==> config.mk <==
export PLATFORM = sky130hd
export DESIGN_NAME = uba_intr_ack
export DESIGN_NICKNAME = d
export VERILOG_FILES = /design/src/rtl/uba_intr_ack.sv
export SDC_FILE = /design/constraint.sdc
export NUM_CORES = 1
export LEC_CHECK = 0
export ABC_AREA = 1
export CELL_PAD_IN_SITES_DETAIL_PLACEMENT = 1
export CELL_PAD_IN_SITES_GLOBAL_PLACEMENT = 1
export CORE_MARGIN = 4
export CORE_UTILIZATION = 36
export DETAILED_ROUTE_END_ITERATION = 7
export PLACE_DENSITY_LB_ADDON = 0.1
export SYNTH_ARGS = -nofsm -noshare
export SYNTH_HDL_FRONTEND = slang
export SYNTH_SLANG_ARGS = --single-unit
==> constraint.sdc <==
create_clock -name clk -period 2.15 [get_ports clk]
set_input_delay 0.645 -clock clk [delete_from_list [all_inputs] [get_ports clk]]
set_output_delay 0.645 -clock clk [all_outputs]
set_load 0.05 [all_outputs]
Fig. 1: run 1, gate families picked out
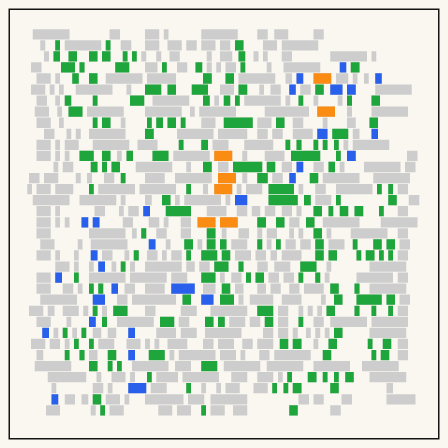
legend:
  blue:
    family: inverting AOI/OAI gates
    cells: 29
    most_used: a21oi_1
  orange:
    family: adder and majority cells
    cells: 7
    most_used: ha_1
  green:
    family: NAND gates
    cells: 180
    most_used: nand2_1
    where: spread over the die
final cell count without fillers: 703
most frequent logic cell in the layout: sky130_fd_sc_hd__buf_4
fraction of area in multi-input gates: 0.3434

Fig. 2: run 1, cell area per tile
The die is cut into 11 by 11 equal tiles; white is low, dark blue is high, 0 to 100% covered.
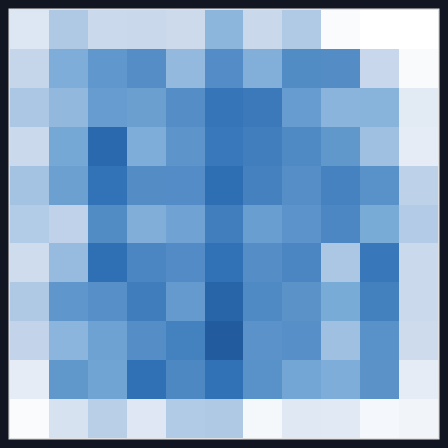
fullest tile: 82%
densest ninth of the die: middle
tiles over 75% full: 2.5%
mean over tiles: 46%
nearly empty tiles: 1.7%
emptiest ninth of the die: top right
share of the core filled with cells: 0.5690
placeable core region: 9240 µm²
initial standard-cell utilization of the core: 0.3684

Fig. 3: run 1, routed metal, one color a layer
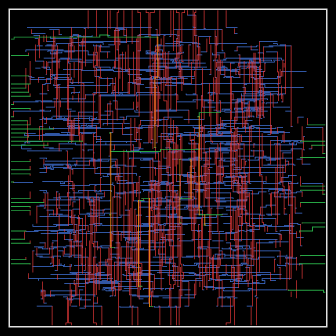
legend:
  orange:
    layer: metal 4
    wire_length: 210 µm
  red:
    layer: metal 2
    wire_length: 5,470 µm
  blue:
    layer: metal 1
    wire_length: 4,490 µm
  green:
    layer: metal 3
    wire_length: 397 µm
all-layer global routing usage: 0.1889
routed wirelength normalized by instance count: 15.03 µm
Total Wirelength: 10,570 µm

Fig. 4: run 1, routing congestion map
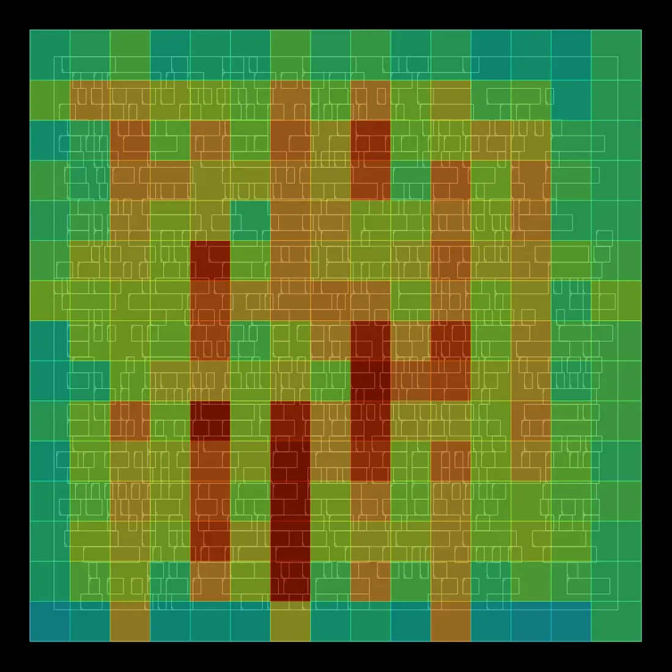
global-route track usage on met2: 0.3333
grt peak-use layer: met2
M1 GR Usage: 0.2333
met3 track demand over resource: 0.03552

==> design notes, run 1 <==
The top cell types in the final layout, fill and taps aside, are sky130_fd_sc_hd__buf_4 (83), sky130_fd_sc_hd__nand2_1 (73), sky130_fd_sc_hd__dfrtp_1 (61). Number of flip-flops and latches: 63. Internal power of the cells: 4.253 mW. The final reports fail on negative setup slack. The layout has 11 clock buffers. In the final run the clock tree shows a worst skew of 0.01057 ns. The total negative slack for setup checks is -7.018 ns, and the vias after detailed routing is 3,302. The run finished, with violations left. The sequential portion of the cell area was 0.3003. In this run, synthesis inferred 0 flip-flops with an integrated enable. Routability-driven placement finished with a final weighted congestion of 0.7960.

Type of destination of the critical path: a flip-flop. For reference, the clock transition at the flip-flops on the worst setup and hold paths is 0.08 ns. The run gives -0.2309 ns as the worst-case setup margin in the final layout. H-tree depth: 3. For this run, the final setup violation count is recorded as 41. The run gives 0.152 for the clock network fraction of design power.

In this run, synthesis produced a sequential element count of 63. The most popular library cell in the synthesized design by count was sky130_fd_sc_hd__nand2_1. The part of the total power dissipated in sequential elements was 0.245. For this run, the leading register cell type out of synthesis is sky130_fd_sc_hd__dfrtp_1.
[run 1: routing by layer]
layer	routed length (µm)	vias up	GRT usage
met4	210	0	0.05717
met5	0	-	0
met2	5471	60	0.3333
li1	-	1629	-
met1	4486	1594	0.2333
met3	397	19	0.03552
[run 1: cells by family after synthesis]
kind of cell               count (synthesis)  synth area share
buffers and inverters                     69           0.08857
AOI/OAI and AO/OA                         30           0.04998
xor gates and xnor gates                   1          0.002573
and+or+nand+nor                          249            0.3469
adders and majority gates                  7           0.02572
DFF                                       63            0.4631
muxes                                      7           0.02315
[run 1: worst max-delay path: cells and delay by family (launching register included)]
family	cells	cell delay, ns
buffers and inverters	3	0.43
flip-flops	1	0.42
AND/OR/NAND/NOR	14	1.43
==> run 2: changes to the inputs <==
Settings changed: CORE_MARGIN 4 to default.
Fig. 5: run 2, gate families picked out
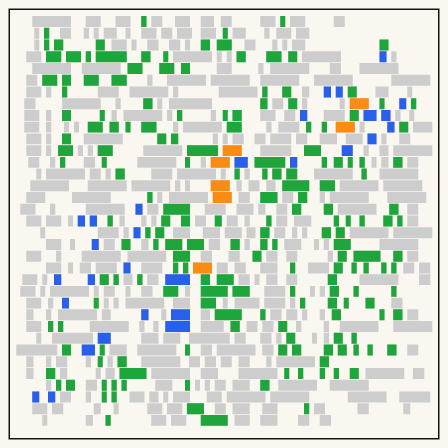
fraction of area in multi-input gates: 0.3658
final cell count without fillers: 675

Fig. 6: run 2, routing congestion map
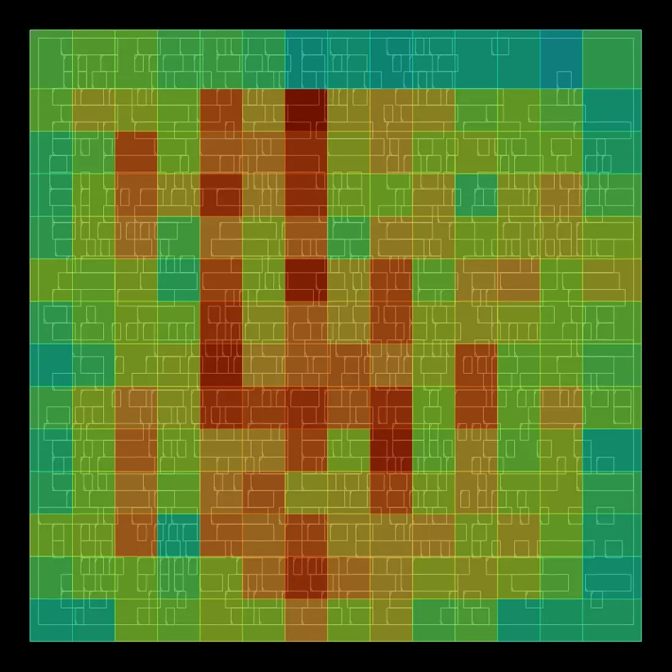
global-route track usage on met2: 0.3659
met3 track demand over resource: 0.04216
M1 GR Usage: 0.2499
routed wirelength normalized by instance count: 14.77 µm
share of the core filled with cells: 0.5635

Fig. 7: run 2, cell area per tile
The die is cut into 10 by 10 equal tiles; white is low, dark blue is high, 0 to 100% covered.
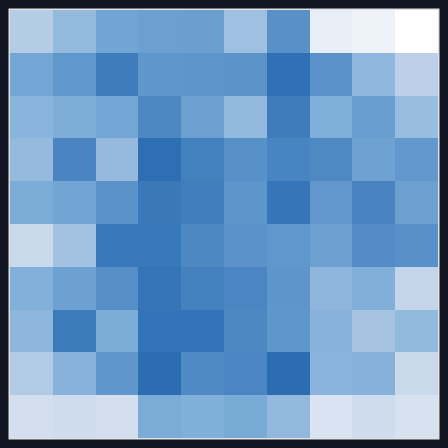
tiles over 75% full: 2.0%
mean over tiles: 51%
fullest tile: 76%
nearly empty tiles: 1.0%
placeable core region: 9196 µm²
initial standard-cell utilization of the core: 0.3702

==> run 2 against run 1 <==
Net effect: the flow still finishes with violations (negative setup slack); sequential power is essentially flat; critical endpoint is now devACKO[10]; area after synthesis did not move; sequential share of layout area is 0.46 points higher; worst setup slack better by 0.11 ns; clock-buffer cell count grew 1; combinational power is 3% lower; critical path type unchanged; first-iteration DRC count fell by 12%.
==> design notes, run 2 <==
The most frequently used library cell after synthesis is sky130_fd_sc_hd__nand2_1. The overall global routing resource usage came out at 0.2066. Internal power comes to 3.926 mW. The final reports fail on negative setup slack. The flow ran to the end, but the final reports show violations. The critical path runs through a total of 16 cells. After its last routability iteration, the placer logged a weighted congestion of 0.7837. Of the combinational cells, the family taking the most area is simple AND/OR/NAND/NOR gates. The logs give 0.258 for the part of the total power dissipated in sequential elements and 3 for the H-tree depth. The run gives -0.1248 ns for the worst-case setup margin in the final layout.

Across all layers, the routed design uses 3,272 vias. The run gives 0.124 as the clock network fraction of design power. The highest metal layer carrying signal wires in the routed design is met4. The run gives 290 µm as the detailed route wirelength on metal3.

The number of synthesized register bits is 63. The detailed router reported a total wirelength of 9970 µm. The top cell types in the final layout, fill and taps aside, are sky130_fd_sc_hd__buf_4 (76), sky130_fd_sc_hd__nand2_1 (74), sky130_fd_sc_hd__dfrtp_1 (60). The detailed router reports a met2 wire length of 5309 µm.

In the synthesized netlist the dominant register cell turns out to be sky130_fd_sc_hd__dfrtp_1. The xor and xnor fraction of the mapped netlist area is 0.002573. Looking at the worst setup and hold paths, the clock pins of their registers show a slew of 0.06 ns. The run gives 0.3469 for the fraction of the mapped netlist area in simple logic gates. The area fraction in full adders, half adders and majority gates was 0.02573; the total of endpoints with negative setup slack in the final report was 40. The type of destination of the critical path was a flip-flop.
[run 2: stage by stage]
stage | instance area (µm²) | TNS [ns] | cells | hold WS [ns] | power, mW
after CTS | 4882 | -3.512 | 658 | 0.3139 | 7.010
final | 5182 | -2.718 | 675 | 0.2921 | 7.484
after floorplan | 3415 | -0.9519 | 426 | 0.3494 | 4.339
after global placement | 4420 | -27.18 | 631 | 0.4591 | 5.364
after detailed placement | 4420 | -30.26 | 631 | 0.4618 | 5.488
after global routing | 5182 | -8.738 | 675 | 0.3342 | 7.985
[run 2: layout make-up]
cell class / instances / area share
Inverter: 54 / 0.03911
Multi-Input combinational cell: 297 / 0.3658
Clock buffer: 12 / 0.03187
Tap cell: 111 / 0.02680
Sequential cell: 63 / 0.3049
Clock inverter: 1 / 0.0009657
Timing Repair Buffer: 137 / 0.2306
Power is estimated from default activity; no workload was simulated.
